Signal wires on met1:
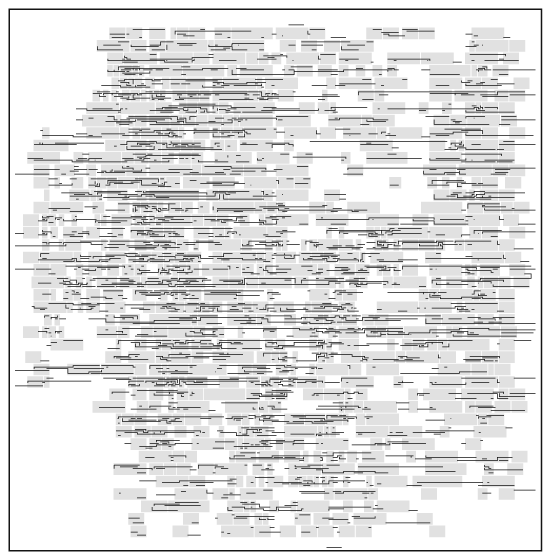
The metal 2 layer:
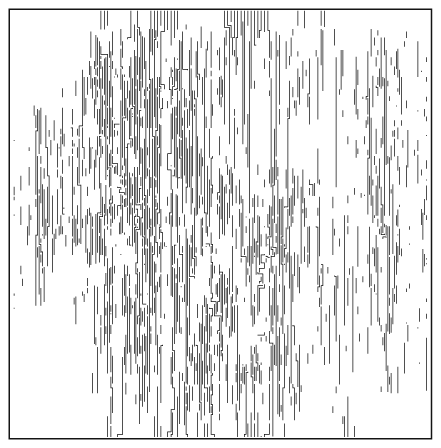
Signal wires on met4:
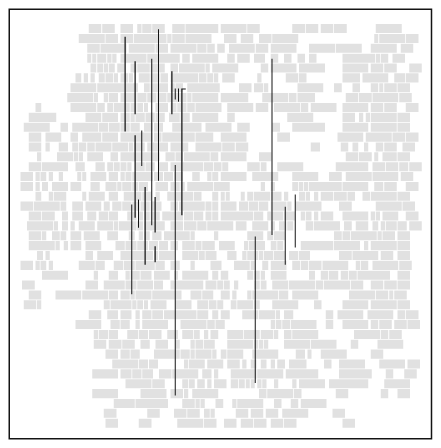
[config.mk]
export PLATFORM = sky130hd
export DESIGN_NAME = draw_sprite_flat
export DESIGN_NICKNAME = d
export VERILOG_FILES = /design/src/rtl/draw_sprite_if.sv /design/src/rtl/draw_sprite.sv /design/src/flat_wrapper.sv
export SDC_FILE = /design/constraint.sdc
export NUM_CORES = 1
export LEC_CHECK = 0
export CORE_AREA = 2 2 114 116
export DETAILED_ROUTE_END_ITERATION = 8
export DIE_AREA = 0 0 116 118
export PLACE_DENSITY = 0.75
export SETUP_SLACK_MARGIN = 0.02
export SYNTH_ARGS = -nofsm -noshare
export SYNTH_HDL_FRONTEND = slang
export SYNTH_SLANG_ARGS = --single-unit
[constraint.sdc]
create_clock -name clk -period 3 [get_ports clk]
set_input_delay 0.3 -clock clk [delete_from_list [all_inputs] [get_ports clk]]
set_output_delay 0.3 -clock clk [all_outputs]
set_load 0.005 [all_outputs]
[src/rtl/draw_sprite_if.sv]
// vga_if: one pixel of the VGA timing/colour stream passed between drawing stages.
interface vga_if;
   logic [11:0] vcount;
   logic        vsync;
   logic        vblnk;
   logic [11:0] hcount;
   logic        hsync;
   logic        hblnk;
   logic [11:0] rgb;
   modport vga_in  (input  vcount, vsync, vblnk, hcount, hsync, hblnk, rgb);
   modport vga_out (output vcount, vsync, vblnk, hcount, hsync, hblnk, rgb);
endinterface

[src/rtl/draw_sprite.sv]
// draw_sprite: overlays an animated, colour-keyed sprite from a synchronous ROM onto the VGA stream.
module draw_sprite #(
   parameter int          SPRITE_W  = 64,
   parameter int          SPRITE_H  = 64,
   parameter int          FRAMES    = 4,
   parameter int          FRAME_DIV = 8,
   parameter logic [11:0] KEY_RGB   = 12'hF0F,
   parameter int          ADDR_W    = 14
) (
   input  logic              clk,
   input  logic              rst,
   input  logic [11:0]       xpos,
   input  logic [11:0]       ypos,
   input  logic              anim_en,
   output logic [ADDR_W-1:0] rom_addr,
   input  logic [11:0]       rom_data,
   vga_if.vga_in             vga_in,
   vga_if.vga_out            vga_out
);
   localparam int IW = FRAMES > 1 ? $clog2(FRAMES) : 1;
   localparam int DW = FRAME_DIV > 1 ? $clog2(FRAME_DIV) : 1;
   localparam int FRAME_PIX = SPRITE_W * SPRITE_H;
   logic [11:0]       x_lat, y_lat;
   logic [DW-1:0]     div_cnt;
   logic [IW-1:0]     anim_idx;
   logic              vblnk_d;
   logic              rise;
   logic              hit, hit_s1;
   logic [12:0]       x_end, y_end;
   logic [11:0]       dx, dy;
   logic [ADDR_W-1:0] addr_nxt;
   logic [11:0]       vcount_s1, hcount_s1, rgb_s1;
   logic              vsync_s1, vblnk_s1, hsync_s1, hblnk_s1;
   logic              draw;
   always_comb begin
      rise     = vga_in.vblnk & ~vblnk_d;
      // 13-bit bounds so a sprite near the right/bottom edge never wraps to 0
      x_end    = {1'b0, x_lat} + 13'(SPRITE_W);
      y_end    = {1'b0, y_lat} + 13'(SPRITE_H);
      hit      = (vga_in.hcount >= x_lat) && ({1'b0, vga_in.hcount} < x_end) &&
                 (vga_in.vcount >= y_lat) && ({1'b0, vga_in.vcount} < y_end);
      dx       = vga_in.hcount - x_lat;
      dy       = vga_in.vcount - y_lat;
      addr_nxt = hit ? ADDR_W'(anim_idx) * ADDR_W'(FRAME_PIX) + ADDR_W'(dy) * ADDR_W'(SPRITE_W) + ADDR_W'(dx) : '0;
      draw     = hit_s1 & ~hblnk_s1 & ~vblnk_s1 & (rom_data != KEY_RGB);
   end
   always_ff @(posedge clk) begin
      if (rst) begin
         x_lat      <= '0;
         y_lat      <= '0;
         div_cnt    <= '0;
         anim_idx   <= '0;
         vblnk_d    <= 1'b0;
         hit_s1     <= 1'b0;
         rom_addr   <= '0;
         vcount_s1  <= '0;
         vsync_s1   <= 1'b0;
         vblnk_s1   <= 1'b0;
         hcount_s1  <= '0;
         hsync_s1   <= 1'b0;
         hblnk_s1   <= 1'b0;
         rgb_s1     <= '0;
         vga_out.vcount <= '0;
         vga_out.vsync  <= 1'b0;
         vga_out.vblnk  <= 1'b0;
         vga_out.hcount <= '0;
         vga_out.hsync  <= 1'b0;
         vga_out.hblnk  <= 1'b0;
         vga_out.rgb    <= '0;
      end else begin
         vblnk_d <= vga_in.vblnk;
         if (rise) begin
            x_lat <= xpos;
            y_lat <= ypos;
         end
         if (rise && anim_en) begin
            if (div_cnt == DW'(FRAME_DIV - 1)) begin
               div_cnt  <= '0;
               anim_idx <= (anim_idx == IW'(FRAMES - 1)) ? '0 : anim_idx + 1'b1;
            end else begin
               div_cnt <= div_cnt + 1'b1;
            end
         end
         hit_s1    <= hit;
         rom_addr  <= addr_nxt;
         vcount_s1 <= vga_in.vcount;
         vsync_s1  <= vga_in.vsync;
         vblnk_s1  <= vga_in.vblnk;
         hcount_s1 <= vga_in.hcount;
         hsync_s1  <= vga_in.hsync;
         hblnk_s1  <= vga_in.hblnk;
         rgb_s1    <= vga_in.rgb;
         vga_out.vcount <= vcount_s1;
         vga_out.vsync  <= vsync_s1;
         vga_out.vblnk  <= vblnk_s1;
         vga_out.hcount <= hcount_s1;
         vga_out.hsync  <= hsync_s1;
         vga_out.hblnk  <= hblnk_s1;
         vga_out.rgb    <= draw ? rom_data : rgb_s1;
      end
   end
endmodule

[src/flat_wrapper.sv]
// flat-port wrapper written by rule: the top's interface ports become plain ports
module draw_sprite_flat 
#(
   parameter int          SPRITE_W  = 64,
   parameter int          SPRITE_H  = 64,
   parameter int          FRAMES    = 4,
   parameter int          FRAME_DIV = 8,
   parameter logic [11:0] KEY_RGB   = 12'hF0F,
   parameter int          ADDR_W    = 14
)
  (clk, rst, xpos, ypos, anim_en, rom_addr, rom_data, vga_in_vcount, vga_in_vsync, vga_in_vblnk, vga_in_hcount, vga_in_hsync, vga_in_hblnk, vga_in_rgb, vga_out_vcount, vga_out_vsync, vga_out_vblnk, vga_out_hcount, vga_out_hsync, vga_out_hblnk, vga_out_rgb);
  vga_if vga_in_i ();
  vga_if vga_out_i ();
  input  logic clk;
  input  logic rst;
  input  logic [11:0] xpos;
  input  logic [11:0] ypos;
  input  logic anim_en;
  output logic [ADDR_W-1:0] rom_addr;
  input  logic [11:0] rom_data;
  input wire logic [$bits(vga_in_i.vcount)-1:0] vga_in_vcount;
  input wire logic [$bits(vga_in_i.vsync)-1:0] vga_in_vsync;
  input wire logic [$bits(vga_in_i.vblnk)-1:0] vga_in_vblnk;
  input wire logic [$bits(vga_in_i.hcount)-1:0] vga_in_hcount;
  input wire logic [$bits(vga_in_i.hsync)-1:0] vga_in_hsync;
  input wire logic [$bits(vga_in_i.hblnk)-1:0] vga_in_hblnk;
  input wire logic [$bits(vga_in_i.rgb)-1:0] vga_in_rgb;
  output wire logic [$bits(vga_out_i.vcount)-1:0] vga_out_vcount;
  output wire logic [$bits(vga_out_i.vsync)-1:0] vga_out_vsync;
  output wire logic [$bits(vga_out_i.vblnk)-1:0] vga_out_vblnk;
  output wire logic [$bits(vga_out_i.hcount)-1:0] vga_out_hcount;
  output wire logic [$bits(vga_out_i.hsync)-1:0] vga_out_hsync;
  output wire logic [$bits(vga_out_i.hblnk)-1:0] vga_out_hblnk;
  output wire logic [$bits(vga_out_i.rgb)-1:0] vga_out_rgb;
  assign vga_in_i.vcount = vga_in_vcount;
  assign vga_in_i.vsync = vga_in_vsync;
  assign vga_in_i.vblnk = vga_in_vblnk;
  assign vga_in_i.hcount = vga_in_hcount;
  assign vga_in_i.hsync = vga_in_hsync;
  assign vga_in_i.hblnk = vga_in_hblnk;
  assign vga_in_i.rgb = vga_in_rgb;
  assign vga_out_vcount = vga_out_i.vcount;
  assign vga_out_vsync = vga_out_i.vsync;
  assign vga_out_vblnk = vga_out_i.vblnk;
  assign vga_out_hcount = vga_out_i.hcount;
  assign vga_out_hsync = vga_out_i.hsync;
  assign vga_out_hblnk = vga_out_i.hblnk;
  assign vga_out_rgb = vga_out_i.rgb;
  draw_sprite #(.SPRITE_W(SPRITE_W), .SPRITE_H(SPRITE_H), .FRAMES(FRAMES), .FRAME_DIV(FRAME_DIV), .KEY_RGB(KEY_RGB), .ADDR_W(ADDR_W)) u_core (.clk(clk), .rst(rst), .xpos(xpos), .ypos(ypos), .anim_en(anim_en), .rom_addr(rom_addr), .rom_data(rom_data), .vga_in(vga_in_i), .vga_out(vga_out_i));
endmodule
==> results.txt <==
fresh numbers from the pnr run: outcome complete, but fails checks, failing checks setup timing, pwr/cell area between 500 and 600 mW/mm2, setup violators final 5, tapcell count between 150 and 200, Nets roughly 920, post-synthesis mux area share under 10%, Mapped Area between 0.005 and 0.006 mm2, Synth Net Count 721, antenna-violating nets left 0, CP Max Fanout 2, Routability Congestion 0.918, crit path cell chain inv_2 -> ha_4 -> nor2b_4 -> o211ai_1 -> a31oi_2 -> o21ai_2 -> nor2b_4 -> xnor2_2 -> ha_1 -> a21o_1 -> a21oi_2 -> o21ai_2 -> o41ai_2 -> xnor2_1 -> nor3_1, H-tree levels 4, Post-synth ARST share 0%, leak pwr 3.42 nW, share of layout cells above drive strength 1 about a fifth, Layout Area Growth over Synthesis 49.8%, DR WL met3 approximately 1000 um, Top Metal Used met4, count of tool warnings 30, Root Driver clkbuf_16, Worst Slack Setup Final -0.141 ns, yosys stat area 0.00550 mm2, post-route non-filler standard cell count around 970, Worst path max stage delay approximately 0.34 ns, P_sw between 1 and 1.5 mW, crit share post-route 105%, Latency at later pin 0.42 ns, num ports between 100 and 150, tally of yosys warning messages 0, Avg Synthesized Cell Area just over 9 um2, Biggest register u_core.rom_addr, Logic Gate Count 406, cell family with most CP delay AND-OR/OR-AND gates, Seq share, synth between 40% and 50%, CP Capture Type flop, Yosys top cell area share a little under half, Worst Hold Slack just over 0.3 ns, largest net degree at the start of global routing between 60 and 70, vias per cell ~5.0, Basic Gates by Area a little over a fifth, crit path to u_core.rom_addr[13], CP Buf/Inv Count 1, Total Power about 5 mW, min cycle time layout 3.14 ns, post-synthesis cell type with the largest instance count dfxtp_1, Clock Power Share roughly 41%, main logic family after synthesis simple AND/OR/NAND/NOR gates, Sw Share between 20% and 30%, postcts setup bufs 19, Slew HR between 30% and 40%, Logic cell area 0.00295 mm2, die height ~120 um, Setup Skew 0.00921 ns, XOR/XNOR Area Share 4.62%, Worst R2R End u_core.rom_addr[13], Hold Startpoint rst, Biggest Area Class multi-input combinational cells, Synth flops 124, vias in the first global route just under 5000, core area approximately 0.012 mm2, Yosys Instances around 600, CTS sink count 124, maximum VDD drop 0.360 mV, buffering overhead between 20 and 25%, clock buf count 22, Chip Area around 0.014 mm2, yosys aoi share between 10% and 20%
Back to the opening pictures, 'signal wires on met1':
843 nets have wire on it. The wires run mostly horizontal. The layer holds 40% of the routed length. The layer carries 6060 um of wire.
Vias: 4879
met1 GRT Util: 25.3%
Routed WL: 15100 um

Back to the opening pictures, 'the metal 2 layer':
812 nets have wire on it. The layer carries 7570 um of wire. The wires run mostly vertical. The longest straight run is 47.3 um.
GR met2 Demand/Resource: 37.6%

Back to the opening pictures, 'signal wires on met4':
The layer carries 461 um of wire. The layer holds 3.1% of the routed length. 17 nets have wire on it. The longest straight run is 63.2 um.

No activity file was given, so power comes from the tool's default toggle rates.
